Nets reached from selected ports:
Scale: 2 px per µm.
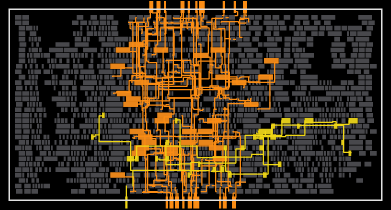
Cell density map:
Scale: 3 px per µm. The die is cut into 19 by 9 equal tiles; dark blue is low, red is high, 0 to 100% covered.
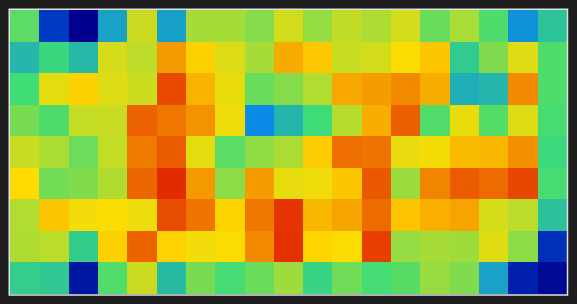
Cell placement:
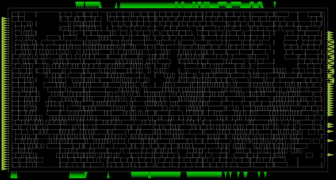
Metal 1:
Scale: 3 px per µm. Supply wires on this layer in gray.
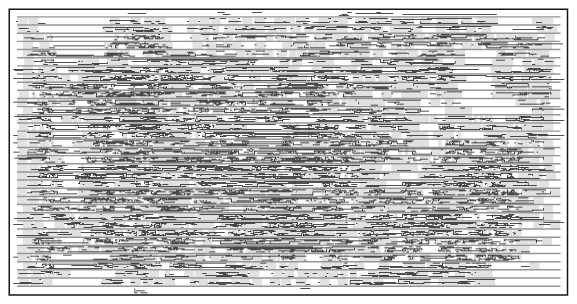
==> config.mk <==
export PLATFORM = sky130hd
export DESIGN_NAME = fetch_stage
export DESIGN_NICKNAME = d
export VERILOG_FILES = /design/src/rtl/fetch_stage.sv
export SDC_FILE = /design/constraint.sdc
export NUM_CORES = 1
export LEC_CHECK = 0
export ABC_AREA = 1
export CORE_ASPECT_RATIO = 0.5
export CORE_MARGIN = 2
export CORE_UTILIZATION = 49
export DETAILED_ROUTE_END_ITERATION = 7
export GPL_TIMING_DRIVEN = 0
export HOLD_SLACK_MARGIN = 0.06
export PLACE_DENSITY = 0.86
export SYNTH_ARGS = -nofsm -noshare
export SYNTH_HDL_FRONTEND = slang
export SYNTH_SLANG_ARGS = --single-unit
==> constraint.sdc <==
create_clock -name clk -period 3.4 [get_ports clk]
set_input_delay 0.68 -clock clk [delete_from_list [all_inputs] [get_ports clk]]
set_output_delay 0.68 -clock clk [all_outputs]
set_load 0.03 [all_outputs]
==> out/metrics.json <==
{
  "run_status": {"value": "finished, final reports clean"},
  "routedLengthMet1": {"value": 12000, "unit": "µm"},
  "ys_async_sr_fraction": {"value": 0},
  "die-area": {"value": 17600, "unit": "µm²"},
  "startpoint_class_of_the_critical_path": {"value": "input port"},
  "detail_route.vias_per_cell": {"value": 5.43},
  "timing.hold.ws": {"value": 457, "unit": "ps"},
  "layout.area.seq": {"value": 3240, "unit": "µm²"},
  "yosys_warnings": {"value": 0},
  "yosys.area_share.aoi": {"value": 0.182},
  "top_area_frac": {"value": 0.402},
  "antenna_found_initial": {"value": 0},
  "netlist_logic_family_top": {"value": "simple AND/OR/NAND/NOR gates"},
  "worst_slew_margin_rel": {"value": 0.480},
  "grt_first_pass_wirelength": {"value": 43900, "unit": "µm"},
  "finalWeightedCongestion": {"value": 0.951},
  "nonClockInverterCount": {"value": 105},
  "synthFlopType": {"value": "dfxtp_1"},
  "layout.clock.cell_area_share": {"value": 0.0514},
  "critical_path.slowest_cell": {"value": "buf_1"},
  "power-top-group": {"value": "registers"},
  "critPathArrivalTime": {"value": 2910, "unit": "ps"},
  "ys_sh_simple": {"value": 0.297},
  "crit_required": {"value": 3750, "unit": "ps"},
  "power.density_cell_area": {"value": 408, "unit": "nW/µm²"},
  "highest_layer": {"value": "met4"},
  "ir_worst_vdd": {"value": 0.367, "unit": "mV"},
  "p_int": {"value": 3.38, "unit": "mW"},
  "crit_path_max_incr_delay": {"value": 650, "unit": "ps"},
  "timing.hold.worst.class": {"value": "reg2reg"},
  "clkTransAtPathRegs": {"value": 80, "unit": "ps"},
  "largest_net_degree_at_the_start_of_global_routing": {"value": 19},
  "cts_tree": {"value": "yes"},
  "sequentialPowerShare": {"value": 0.423},
  "yosys.area_share.xor_xnor": {"value": 0.00651},
  "crit_path_cell_trace": {"value": "clkdlybuf4s50_1, inv_1, clkbuf_1, buf_1, nand2_1, nor2_1"},
  "postSynthNetCount": {"value": 1300},
  "power.switching": {"value": 1.44, "unit": "mW"},
  "max_cap_violations": {"value": 0},
  "synth_stat.cells": {"value": 1170},
  "insertedDiodeCount": {"value": 0},
  "filler_cell_count": {"value": 1266},
  "timing_hold_violations_final": {"value": 0},
  "met3WireLength": {"value": 2930, "unit": "µm"},
  "clock_buffer_count": {"value": 17},
  "final.period_utilization": {"value": 0.753},
  "top_area_cell_class": {"value": "multi-input combinational cells"},
  "power.switching_fraction": {"value": 0.299},
  "cts.path.max_buffers": {"value": 2},
  "total_of_cells_resized_after_clock_tree_synthesis": {"value": 0},
  "num-nonclk-buffers": {"value": 367},
  "detail_route.first_pass.iterations": {"value": 6},
  "netlist-cell-type-count": {"value": 42},
  "signal_buffer_area_fraction": {"value": 0.282},
  "final_nets": {"value": 1602},
  "htree_num_levels": {"value": 4},
  "routedWlPerCell": {"value": 16.9, "unit": "µm"},
  "fin_cells": {"value": 1712},
  "post_cts.repair.setup_buffers": {"value": 0},
  "drtAntennaViolNets": {"value": 0},
  "rsz0062_at_grt": {"value": "no"},
  "dr.first_iter.drc_count": {"value": 1129},
  "rr_worst_depth": {"value": 7},
  "holdBufCountCts": {"value": 0},
  "p_comb": {"value": 0.784, "unit": "mW"},
  "min_path_cells": {"value": 2},
  "p_seq": {"value": 2.04, "unit": "mW"},
  "route.detailed.drc": {"value": 0},
  "max_freq": {"value": 391, "unit": "MHz"}
}
-- 'nets reached from selected ports' (at the start) --
| color | port | bits | direction | edge | end cells | buffers | wire |
|---|---|---|---|---|---|---|---|
| yellow | rst | 1 | input | south | 31 | 4 | 537 µm |
| orange | pc | 32 | output | 16 south, 16 north | 32 | 64 | 2,770 µm |
input/output buffers: 283
I/O pin count: 289

-- 'cell density map' (at the start) --
nearly empty tiles: 1.2%
mean over tiles: 66%
fullest tile: 95%
tiles over 75% full: 33%
share of the core filled by cells before placement: 0.496
Std-Cell Core Area: 16,300 µm²
Finished Core Util: 0.725

-- 'cell placement' (at the start) --
number of sequential cells: 162
flop share of the area: 0.275
number of core rows: 33

-- 'metal 1' (at the start) --
share of all routed wire: 42%
main direction: horizontal
number of vias after detailed routing: 9,289
met1 capacity usage during global routing: 0.417
post-detailed-routing wire length: 28,900 µm

==> critical path, delay by kind of cell <==
kind | cells | cell delay [ps]
and+or+nand+nor | 2 | 310
buffers and inverters | 4 | 1910
==> Yosys cell counts (all sizes together), types with 2 or more instances <==
cell,number
nand2,311
dfxtp,162
nor2,138
o21ai,122
inv,104
nand3,67
a21oi,65
buf,60
a22o,33
clkbuf,24
nor3,18
o211ai,17
nand4,13
o21a,6
xor2,6
nor3b,4
or2,4
a22oi,3
a21o,2
a31oi,2
ha,2
==> metal layers <==
layer	vias up	GRT usage
met5	-	0
met4	0	0.0971
met3	68	0.0721
met2	515	0.541
met1	4296	0.417
li1	4410	-
==> stage by stage <==
stage,worst slack [ps],instance area (µm²)
floorplan,1640,8080
global placement,618,11200
detailed placement,518,11200
CTS,939,11800
global route,829,11800
finish,841,11800
Power figures rest on the tool's default switching activity, not on a simulated workload.
